===== config.mk =====
export PLATFORM = sky130hd
export DESIGN_NAME = move_list_ctrl
export DESIGN_NICKNAME = d
export VERILOG_FILES = /design/src/rtl/move_list_ctrl_pkg.sv /design/src/rtl/rd_lat_counter.sv /design/src/rtl/move_list_ctrl.sv
export SDC_FILE = /design/constraint.sdc
export NUM_CORES = 1
export LEC_CHECK = 0
export CORE_MARGIN = 3
export CORE_UTILIZATION = 42
export CTS_CLUSTER_SIZE = 24
export DETAILED_ROUTE_END_ITERATION = 16
export GPL_TIMING_DRIVEN = 0
export HOLD_SLACK_MARGIN = 0.12
export PLACE_DENSITY = 0.92
export SETUP_SLACK_MARGIN = 0.15
export SYNTH_ARGS = -nofsm -noshare
export SYNTH_HDL_FRONTEND = slang
export SYNTH_SLANG_ARGS = --single-unit
export TNS_END_PERCENT = 5

===== constraint.sdc =====
create_clock -name clk -period 2.87 [get_ports clk]
set_clock_uncertainty 0.05 [all_clocks]
set_input_delay 0.287 -clock clk [delete_from_list [all_inputs] [get_ports clk]]
set_output_delay 0.287 -clock clk [all_outputs]
set_load 0.005 [all_outputs]

===== src/rtl/move_list_ctrl_pkg.sv =====
// Shared types and bounds for the move-list sequencer and its RAM walkers.
package move_list_ctrl_pkg;

  typedef enum logic [2:0] {
    StIdle,
    StLaunch,
    StWaitGen,
    StFetch,
    StPresent,
    StClear,
    StWaitIdle,
    StDone
  } state_e;

  localparam int unsigned RamLatMin   = 1;
  localparam int unsigned RamLatMax   = 7;
  localparam int unsigned LatCntWidth = $clog2(RamLatMax + 1);

endpackage


===== src/rtl/rd_lat_counter.sv =====
// Down-counter that covers a fixed RAM read latency; expired is high once the
// loaded latency has fully elapsed and stays high until the next load.
module rd_lat_counter #(
  parameter int unsigned LAT       = 2,
  parameter int unsigned CNT_WIDTH = 3
) (
  input  logic clk,
  input  logic reset,
  input  logic load,
  output logic expired
);

  logic [CNT_WIDTH-1:0] cnt_q;

  always_ff @(posedge clk) begin
    if (reset) begin
      cnt_q <= '0;
    end else if (load) begin
      cnt_q <= CNT_WIDTH'(LAT);
    end else if (cnt_q != '0) begin
      cnt_q <= cnt_q - 1'b1;
    end
  end

  assign expired = (cnt_q == '0);

endmodule


===== src/rtl/move_list_ctrl.sv =====
// Runs one all_moves job: launch, wait for generation, stream every move over
// valid/ready, then clear the generator and wait for it to go idle.
module move_list_ctrl
  import move_list_ctrl_pkg::*;
#(
  parameter int unsigned MAX_POSITIONS_LOG2 = 7,
  parameter int unsigned EVAL_WIDTH         = 22,
  parameter int unsigned UCI_WIDTH          = 16,
  parameter int unsigned RAM_LAT            = 2
) (
  input  logic                          clk,
  input  logic                          reset,
  input  logic                          start_in,
  input  logic                          capture_only_in,
  input  logic                          abort_in,
  output logic                          busy_out,
  output logic                          done_out,
  output logic [MAX_POSITIONS_LOG2-1:0] move_count_out,
  output logic                          mate_out,
  output logic                          stalemate_out,
  output logic                          am_board_valid_out,
  output logic                          am_capture_moves_out,
  output logic [MAX_POSITIONS_LOG2-1:0] am_move_index_out,
  output logic                          am_clear_moves_out,
  input  logic                          am_idle_in,
  input  logic                          am_moves_ready_in,
  input  logic [MAX_POSITIONS_LOG2-1:0] am_move_count_in,
  input  logic                          am_initial_mate_in,
  input  logic                          am_initial_stalemate_in,
  input  logic signed [EVAL_WIDTH-1:0]  am_eval_in,
  input  logic [UCI_WIDTH-1:0]          am_uci_in,
  output logic                          mv_valid_out,
  input  logic                          mv_ready_in,
  output logic [MAX_POSITIONS_LOG2-1:0] mv_index_out,
  output logic signed [EVAL_WIDTH-1:0]  mv_eval_out,
  output logic [UCI_WIDTH-1:0]          mv_uci_out,
  output logic                          mv_last_out
);

  localparam int unsigned W   = MAX_POSITIONS_LOG2;
  // Out-of-range latencies are clamped so the counter width stays valid.
  localparam int unsigned Lat = (RAM_LAT < RamLatMin) ? RamLatMin :
                                (RAM_LAT > RamLatMax) ? RamLatMax : RAM_LAT;

  state_e                       state_q, state_d;
  logic [W-1:0]                 index_q, index_d;
  logic [W-1:0]                 count_q;
  logic                         mate_q, stale_q, capture_q;
  logic signed [EVAL_WIDTH-1:0] eval_q;
  logic [UCI_WIDTH-1:0]         uci_q;
  logic                         latch_start, latch_result, capture_data, load_lat, lat_expired;
  logic                         is_last;

  rd_lat_counter #(
    .LAT      (Lat),
    .CNT_WIDTH(LatCntWidth)
  ) u_rd_lat (
    .clk    (clk),
    .reset  (reset),
    .load   (load_lat),
    .expired(lat_expired)
  );

  assign is_last = (index_q == count_q - W'(1));

  always_comb begin
    state_d      = state_q;
    index_d      = index_q;
    latch_start  = 1'b0;
    latch_result = 1'b0;
    capture_data = 1'b0;
    load_lat     = 1'b0;
    unique case (state_q)
      StIdle: begin
        if (start_in) begin
          latch_start = 1'b1;
          state_d     = StLaunch;
        end
      end
      StLaunch: state_d = StWaitGen;
      // abort is deliberately not honoured here: the generator must finish first
      StWaitGen: begin
        if (am_moves_ready_in) begin
          latch_result = 1'b1;
          if (am_move_count_in == '0) begin
            state_d = StClear;
          end else begin
            index_d  = '0;
            load_lat = 1'b1;
            state_d  = StFetch;
          end
        end
      end
      StFetch: begin
        if (abort_in) begin
          state_d = StClear;
        end else if (lat_expired) begin
          capture_data = 1'b1;
          state_d      = StPresent;
        end
      end
      StPresent: begin
        if (abort_in) begin
          state_d = StClear;
        end else if (mv_ready_in) begin
          if (is_last) begin
            state_d = StClear;
          end else begin
            index_d  = index_q + W'(1);
            load_lat = 1'b1;
            state_d  = StFetch;
          end
        end
      end
      StClear:    state_d = StWaitIdle;
      StWaitIdle: if (am_idle_in) state_d = StDone;
      StDone:     state_d = StIdle;
      default:    state_d = StIdle;
    endcase
  end

  always_ff @(posedge clk) begin
    if (reset) begin
      state_q   <= StIdle;
      index_q   <= '0;
      count_q   <= '0;
      mate_q    <= 1'b0;
      stale_q   <= 1'b0;
      capture_q <= 1'b0;
      eval_q    <= '0;
      uci_q     <= '0;
    end else begin
      state_q <= state_d;
      index_q <= index_d;
      if (latch_start) capture_q <= capture_only_in;
      if (latch_result) begin
        count_q <= am_move_count_in;
        mate_q  <= am_initial_mate_in;
        stale_q <= am_initial_stalemate_in;
      end
      if (capture_data) begin
        eval_q <= am_eval_in;
        uci_q  <= am_uci_in;
      end
    end
  end

  assign busy_out             = (state_q != StIdle);
  assign done_out             = (state_q == StDone);
  assign move_count_out       = count_q;
  assign mate_out             = mate_q;
  assign stalemate_out        = stale_q;
  assign am_board_valid_out   = (state_q == StLaunch);
  assign am_capture_moves_out = capture_q;
  assign am_move_index_out    = index_q;
  assign am_clear_moves_out   = (state_q == StClear);
  assign mv_valid_out         = (state_q == StPresent);
  assign mv_index_out         = index_q;
  assign mv_eval_out          = eval_q;
  assign mv_uci_out           = uci_q;
  assign mv_last_out          = is_last;

endmodule

==> deck_impl_summary.md, run 1 <==
Flow Results at a Glance

Outcome
  • Status: completed

CTS
  • # clock sinks: 61
  • Reg clk slew, reported paths: 0.07 ns
  • Hold_buf cts: 0
  • Post-CTS Setup Repair Bufs: 4

Critical path
  • Worst EP required: 2.53 ns
  • CP dominant cell by count: buf_6
  • Nature of the critical path endpoint: primary output
  • Peak fanout along the critical path: 7
  • CP max stage cell: a2111oi_4
  • Worst setup SP type: flop

Cells and area
  • Logic area: 1401 um^2
  • Sequential cell count: 61
  • Largest cell class by area: multi-input combinational cells
  • Non-clk buf share: 31.94%
  • Invs w/o clock: 7
  • Most frequent cells in the layout: 120 x clkdlybuf4s50_1, 99 x nand2_1, 59 x dfxtp_1, 57 x a21oi_1, 14 x clkbuf_1

Die
  • I/O Pins: 123
  • Cell Rows: 28

Synth
  • Asr flop ratio synth: 0%
  • Adders+Majority by Area: 1.353%
  • Yosys Instances: 347
  • Mux area share: 0.7214%
  • Synth logic family: simple AND/OR/NAND/NOR gates
  • Post-synth area from yosys stat: 2775 um^2
  • Seq share, synth: 44.00%

Pwr
  • Pleak: 1.532 nW
  • Worst vdd ir: 389.6 uV

Place
  • Port Buffers: 121
  • Post-detail-place hpwl: 6090 um
  • Final GP Congestion: 0.8208

Route
  • Detailed Route Iter0 Violations: 98
  • Total wire length: 8176 um
  • 1st-pass router iterations: 4

Run
  • Max-cap violation count: 0

STA
  • Min Hold Slack: 0.3404 ns
  • Slew Limit Fails: 0
  • Final TNS setup: 0 ns

GRT
  • GRT Util Overall: 21.88%
  • Met2 GRT Util: 37.47%
  • Vias in the first global route: 2846
  • Met1 usage: 25.29%
  • Largest net degree at the start of global routing: 13
[run 1: synth_stat cells (3+ instances only)]
cell and instances:
o31ai_1 5, clkbuf_1 15, nor3_1 3, buf_4 7, xor2_1 6, nor3_2 3, inv_1 7, buf_1 3
ha_1 3, nor2_1 12, dfxtp_1 61, nand3_1 8, nand2b_1 3, nand2_1 99, buf_2 3, or4_1 6
a21oi_1 57
[run 1: power breakdown]
part	switching, mW	internal (mW)
registers	0.0305	0.886
logic	0.209	0.225
clock network	0.357	0.493
total	0.597	1.60
[run 1: per-layer routing]
layer | vias to the layer above | share of wire, % | wire, um
met3 | 14 | 8.5 | 691
met4 | 0 | 1.6 | 127
met1 | 1379 | 40 | 3230
met2 | 112 | 50 | 4127
met5 | - | 0 | 0
li1 | 1450 | - | -
[run 1: final timing paths]
check	end	slack [ns]	depth (start not counted)
worst min-delay path	move_count_out[0]$_SDFFE_PP0P_	0.34	2
worst min register to register	mv_eval_out[17]$_SDFFE_PP0P_	0.40	2
worst max register to register	am_move_index_out[5]$_SDFFE_PP0P_	0.55	10
worst max-delay path	mv_last_out	0.32	9
[run 1: sequential cells by signal, indices dropped and copies added (netlist names)]
signal,cells
u_rd_lat.cnt_q,3
am_move_index_out,7
move_count_out,7
am_capture_moves_out,1
mv_eval_out,22
stalemate_out,1
mv_uci_out,16
mate_out,1
state_q,3
[run 1: stage by stage]
stage	cell area, um^2	setup WS [ns]	power [mW]
global route	4368	0.2107	2.317
floorplan	2775	0.4794	1.164
CTS	4345	0.2040	2.211
finish	4368	0.3246	2.200
detailed placement	4080	-0.2644	1.355
global placement	4080	-0.2266	1.337
[run 1: worst max-delay path, delay by kind of cell, from the launching register on]
family	cells	cell delay, ns
buf+inv	4	0.42
fa+ha+maj	1	0.19
compound gates	4	0.93
flops	1	0.34
Figure 1. Clock network drawn from the DEF (run 1).
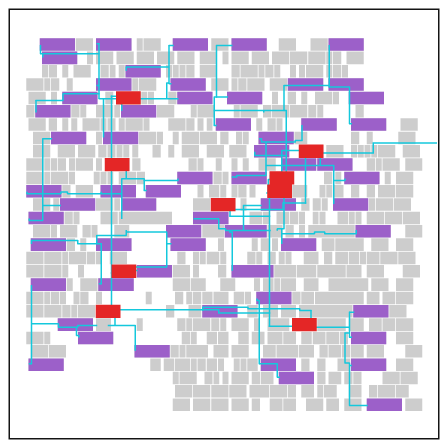
legend:
  cyan:
    item: clock wires
    length: 761 um
  purple:
    item: flip-flops
    count: 61
  red:
    item: clock-net drivers
    count: 9
flops lie: spread over the die
routed clock nets: 10
Worst-Skew Late Latency: 0.33 ns
Clock Power Share: 38.6%

Figure 2. Layout detail (run 1).
Scale bar: 10 um. Window x 31 to 56, y 14 to 39 um. Cells in gray, sequential cells in the stronger gray; small squares are vias.
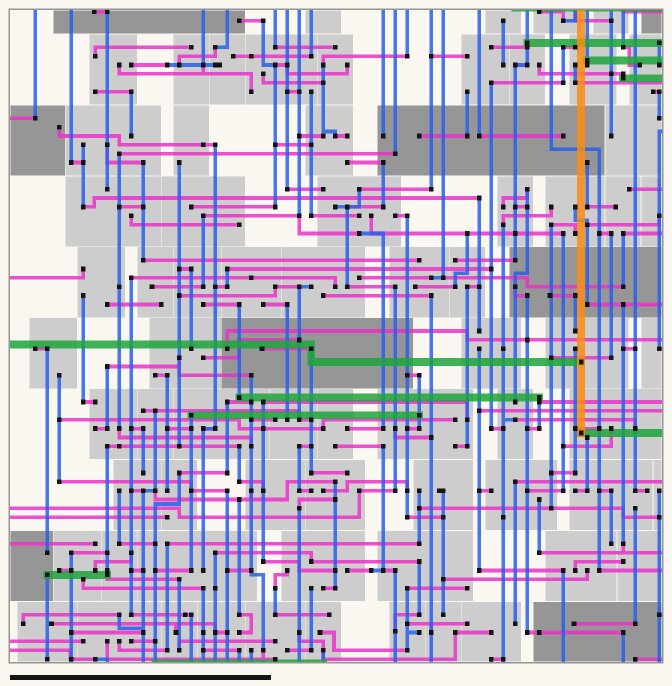
legend:
  orange:
    layer: M4
  blue:
    layer: M2
  green:
    layer: M3
  magenta:
    layer: M1
cells with their middle in the window: 63
most frequent: inv_1 (6), nor2_1 (6), a21oi_1 (5)
netlist names of flops here include: am_move_index_out (2)
sequential cells in the window: 4

Figure 3. Wiring heat map (run 1).
17 x 17 tiles, from black (low) to pale yellow (high), scaled to the fullest tile. Values are wire area over tile area, all layers added.
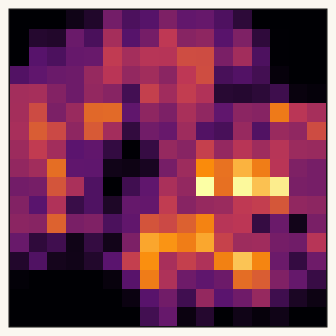
emptiest ninth of the die: south-west
mean over tiles: 0.18
fullest tile: 0.57
nearly empty tiles: 15%
densest ninth of the die: east
routed vias: 2955
WL/cell: 14.52 um

--- run 2 (diff from run 1) ---
Settings changed: CORE_UTILIZATION 42 to 44, CTS_BUF_LIST set to sky130_fd_sc_hd__clkbuf_2 sky130_fd_sc_hd__clkbuf_4 sky130_fd_sc_hd__clkbuf_8, PLACE_DENSITY 0.92 to 0.95, SYNTH_HIERARCHICAL set to 1.
==> deck_impl_summary.md, run 2 <==
Flow Results at a Glance

Pwr
  • Clock Power Share: 38.2%
  • Sw Share: 25.38%
  • Total power: 1.930 mW
  • Combinational power share: 15.6%
  • Cell-internal power: 1.440 mW
  • Part of the power in registers: 46.2%
  • Worst vdd ir: 377.0 uV
  • Largest Pwr Group: sequential cells
  • Pleak: 1.530 nW

CTS
  • # clock sinks: 61
  • Worst-Skew Late Latency: 0.33 ns
  • Hold_buf cts: 0
  • Reg clk slew, reported paths: 0.07 ns

STA
  • Slew Limit Fails: 0
  • Final TNS setup: 0 ns

Critical path
  • Worst setup path endpoint: u_rd_lat/cnt_q[2]$_SDFFE_PP0P_
  • Stages on the worst setup path: 10
  • Peak fanout along the critical path: 10
  • CP max stage cell: a311oi_2
  • Top delay family on crit path: AND-OR/OR-AND gates
  • FF-to-FF path depth: 10
  • WP buf/inv: 3
  • Reg2reg setup slack: 0.18 ns
  • Nature of the critical path endpoint: flop

Synth
  • Post-synth area from yosys stat: 2824 um^2
  • Yosys Instances: 360
  • Most frequent cell after synthesis: nand2_1
  • Seq share, synth: 43.24%
  • Synth top cells by count: 112 x nand2_1, 61 x dfxtp_1, 52 x a21oi_1, 18 x clkbuf_1, 14 x nor2_1

Cells and area
  • Final instance area: 4394 um^2
  • Max FFs per register: 22

Run
  • Max-cap violation count: 0

Route
  • Met2 WL: 4189 um
  • Detailed Route Iter0 Violations: 138
  • Wire length on met1: 3262 um
  • Routed wl met3: 725 um

GRT
  • Largest net degree at the start of global routing: 12
  • Vias in the first global route: 2973

Outcome
  • Status: completed

Worst hold path
  • Worst hold path depth: 2

Die
  • I/O Pins: 123

Place
  • Port Buffers: 122
  • Final GP Congestion: 0.8681
  • Placed inst area: 4139 um^2
  • DP Worst Slack: -0.03494 ns
==> run 2: what timing repair did <==
item,4_1_cts,5_1_grt
gates resized,9,6
pin swaps,3,1
setup endpoints to repair,2,2
buffers inserted,1,4
==> run 2: kinds of logic after synthesis <==
group | Yosys count | synth area share, %
AOI/OAI and AO/OA | 79 | 16.75
xor gates and xnor gates | 8 | 2.969
adders and majority gates | 4 | 1.772
buffers and inverters | 33 | 5.626
DFF | 61 | 43.24
muxes | 8 | 2.880
and+or+nand+nor | 167 | 26.76
==> run 2: worst min-delay path by stage <==
| stage | endpoint | slack, ns |
|---|---|---|
| floorplan | u_rd_lat/cnt_q[1]$_SDFFE_PP0P_ | 0.31 |
| global placement | mv_uci_out[6]$_SDFFE_PP0P_ | 0.39 |
| detailed placement | mv_uci_out[6]$_SDFFE_PP0P_ | 0.40 |
| CTS | mv_uci_out[6]$_SDFFE_PP0P_ | 0.40 |
| global route | mv_eval_out[11]$_SDFFE_PP0P_ | 0.43 |
| finish | mv_uci_out[6]$_SDFFE_PP0P_ | 0.41 |
==> run 2: worst register-to-register path, cell delays in order (launching register included) <==
cell and delay, ns:
dfxtp_4 0.37, inv_1 0.08, ha_4 0.19, and2b_1 0.16, or3_1 0.36, a311oi_2 0.38
buf_4 0.18, o22a_1 0.10, clkbuf_4 0.21, nand2_1 0.12, a2111oi_1 0.38
==> run 2: per-layer routing <==
layer	global-route usage (%)	vias up
met2	38.61	140
li1	-	1481
met1	25.65	1356
met3	6.532	19
met5	0	-
met4	9.353	0
==> run 2: final cells by class <==
type	count	area [um^2]
clock inverters	5	52.55
flip-flops and latches	61	1231
repair buffers	127	1254
multi-input cells	266	1470
fillers	443	1667
inverters	5	18.77
clock buffers	10	131.4
plain buffers	28	142.6
well taps	75	93.84
Figure 4. Placement view (run 2).
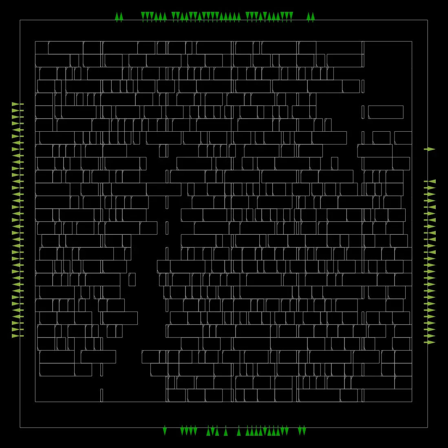
Well Taps: 75
Cell Rows: 28

Figure 5. Gate-type map (run 2).
Scale bar: 20 um.
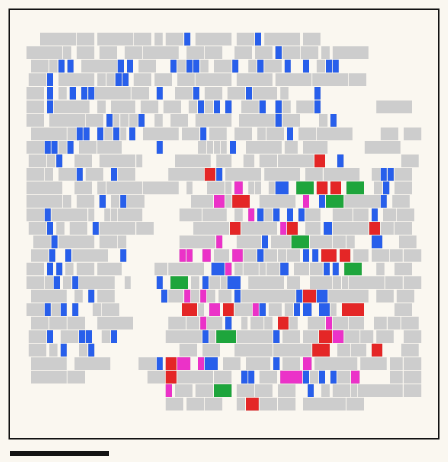
legend:
  green:
    family: mux cells
    cells: 8
  blue:
    family: nand cells
    cells: 122
    where: spread over the die
  red:
    family: and/or cells
    cells: 21
  magenta:
    family: nor cells
    cells: 24
final non-filler cell total: 577
most numerous logic cell after layout: clkdlybuf4s50_1

Figure 6. Wiring heat map (run 2).
17 x 17 tiles, from black (low) to pale yellow (high), scaled to the fullest tile. Values are wire area over tile area, all layers added.
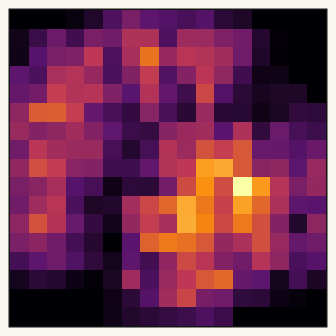
nearly empty tiles: 12%
emptiest ninth of the die: north-east
mean over tiles: 0.19
WL/cell: 14.50 um
total wire length: 8368 um
GRT Util Overall: 22.36%
routed vias: 2996

--- run 3 (diff from run 2) ---
Settings changed: TNS_END_PERCENT 5 to 50.
==> deck_impl_summary.md, run 3 <==
Flow Results at a Glance

Place
  • Placed inst area: 4139 um^2
  • Post-detail-place hpwl: 6069 um
  • DP Worst Slack: -0.03494 ns
  • Port Buffers: 122
  • Final GP Congestion: 0.8681

Route
  • 1st-pass router iterations: 4
  • Total wire length: 8368 um
  • Detailed Route Iter0 Violations: 138
  • WL/cell: 14.50 um

Critical path
  • Worst EP required: 3.04 ns
  • Reg2reg setup slack: 0.18 ns
  • Nature of the critical path endpoint: flop
  • Worst setup SP type: flop
  • Worst setup path endpoint: u_rd_lat/cnt_q[2]$_SDFFE_PP0P_
  • WP buf/inv: 3
  • Peak fanout along the critical path: 10
  • Top delay family on crit path: AND-OR/OR-AND gates
  • CP max stage cell: a311oi_2

STA
  • Final TNS setup: 0 ns
  • Slew Limit Fails: 0
  • Min setup slack post-route: 0.1845 ns

Worst hold path
  • Worst hold path depth: 2
  • HP Class: reg -> reg
  • Hold Path End: mv_uci_out[6]$_SDFFE_PP0P_

CTS
  • Reg clk slew, reported paths: 0.07 ns
  • Worst-Skew Late Latency: 0.33 ns
  • Hold_buf cts: 0
  • # clock sinks: 61

Die
  • Cell Rows: 28
  • Core area: 6061 um^2
  • I/O Pins: 123

Pwr
  • Pleak: 1.530 nW
  • Worst vdd ir: 377.0 uV

GRT
  • Initial antenna violation count: 0
  • GRT Util Overall: 22.36%
  • Vias in the first global route: 2973
  • Largest net degree at the start of global routing: 12

Synth
  • Post-synth area from yosys stat: 2824 um^2
  • Most frequent cell after synthesis: nand2_1
  • Seq share, synth: 43.24%
  • Synth top cells by count: 112 x nand2_1, 61 x dfxtp_1, 52 x a21oi_1, 18 x clkbuf_1, 14 x nor2_1
  • Asr flop ratio synth: 0%

Outcome
  • Status: completed

Run
  • Max-cap violation count: 0

Cells and area
  • # fillers: 443
  • Final instance area: 4394 um^2
  • Max FFs per register: 22
  • Most numerous logic cell after layout: clkdlybuf4s50_1
-- run 3: cell counts in the layout (fill, tap and decap cells not counted) --
No cell type changed its count.
-- run 3: cells by family (layout without fill, tap and decap cells) --
kind of cell / after synthesis / after routing / share of synthesized area (%)
mux: 8 / 8 / 2.880
buf+inv: 33 / 175 / 5.626
simple gates: 167 / 167 / 26.76
xor+xnor: 8 / 8 / 2.969
flops: 61 / 61 / 43.24
compound gates: 79 / 79 / 16.75
fa+ha+maj: 4 / 4 / 1.772
-- run 3: metal layers --
metal | track usage, % | vias to the layer above | wire [um]
li1 | - | 1481 | -
met4 | 9.353 | 0 | 191
met5 | 0 | - | 0
met3 | 6.532 | 19 | 725
met1 | 25.65 | 1356 | 3262
met2 | 38.61 | 140 | 4189
-- run 3: per-stage QoR --
step	cells	total power, mW
after detailed placement	557	1.202
after global placement	557	1.188
after CTS	573	1.934
final	577	1.930
after floorplan	360	1.061
after global routing	577	2.006
-- run 3: layout make-up --
| cell class | instances | area, um^2 | share of cell area [%] |
|---|---|---|---|
| Buffer | 28 | 142.6 | 3.246 |
| Clock buffer | 10 | 131.4 | 2.990 |
| Clock inverter | 5 | 52.55 | 1.196 |
| Inverter | 5 | 18.77 | 0.4271 |
| Multi-Input combinational cell | 266 | 1470 | 33.46 |
| Sequential cell | 61 | 1231 | 28.02 |
| Tap cell | 75 | 93.84 | 2.136 |
| Timing Repair Buffer | 127 | 1254 | 28.53 |
-- run 3: where the power goes --
group	switching, mW	leakage [nW]	total [mW]	internal, mW
Sequential	0.0209	0.495	0.892	0.871
Clock	0.336	0.0953	0.737	0.401
Combinational	0.133	0.940	0.301	0.168
-- run 3: repair_timing --
action | in CTS | in global routing
gates cloned | 0 | 0
resized | 9 | 6
pin swaps | 3 | 1
buffers inserted | 1 | 4
setup endpoints to repair | 2 | 2
Figure 7. Clock network drawn from the DEF (run 3).
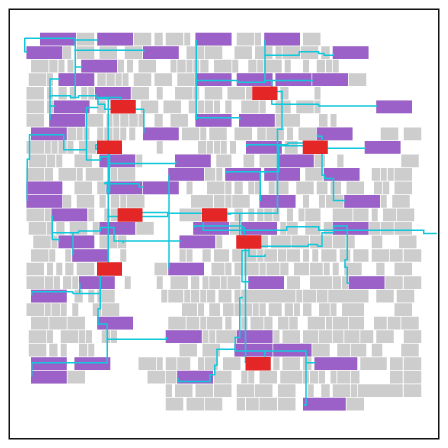
legend:
  red:
    item: clock-net drivers
    count: 9
  purple:
    item: flip-flops
    count: 61
  cyan:
    item: clock wires
    length: 809 um
routed clock nets: 10
flops lie: spread over the die
Clock Power: 0.737 mW
Clock Power Share: 38.2%

Figure 8. Wiring heat map (run 3).
17 x 17 tiles, from black (low) to pale yellow (high), scaled to the fullest tile. Values are wire area over tile area, all layers added.
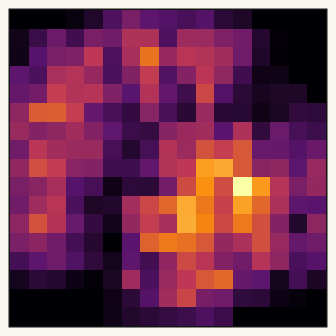
emptiest ninth of the die: north-east
mean over tiles: 0.19
nearly empty tiles: 12%

Figure 9. Gate-type map (run 3).
Scale bar: 20 um.
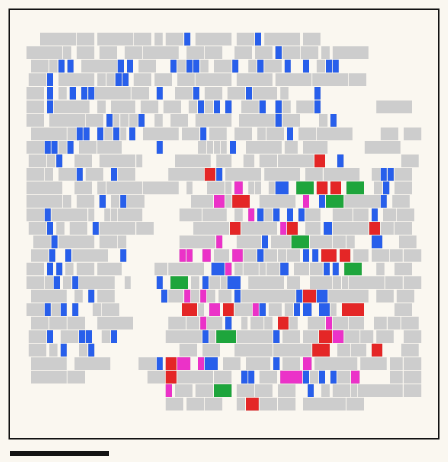
legend:
  green:
    family: mux cells
    cells: 8
  red:
    family: and/or cells
    cells: 21
  magenta:
    family: nor cells
    cells: 24
  blue:
    family: nand cells
    cells: 122
    where: spread over the die
logic share of the area: 33.46%

Power is estimated from default activity; no workload was simulated.
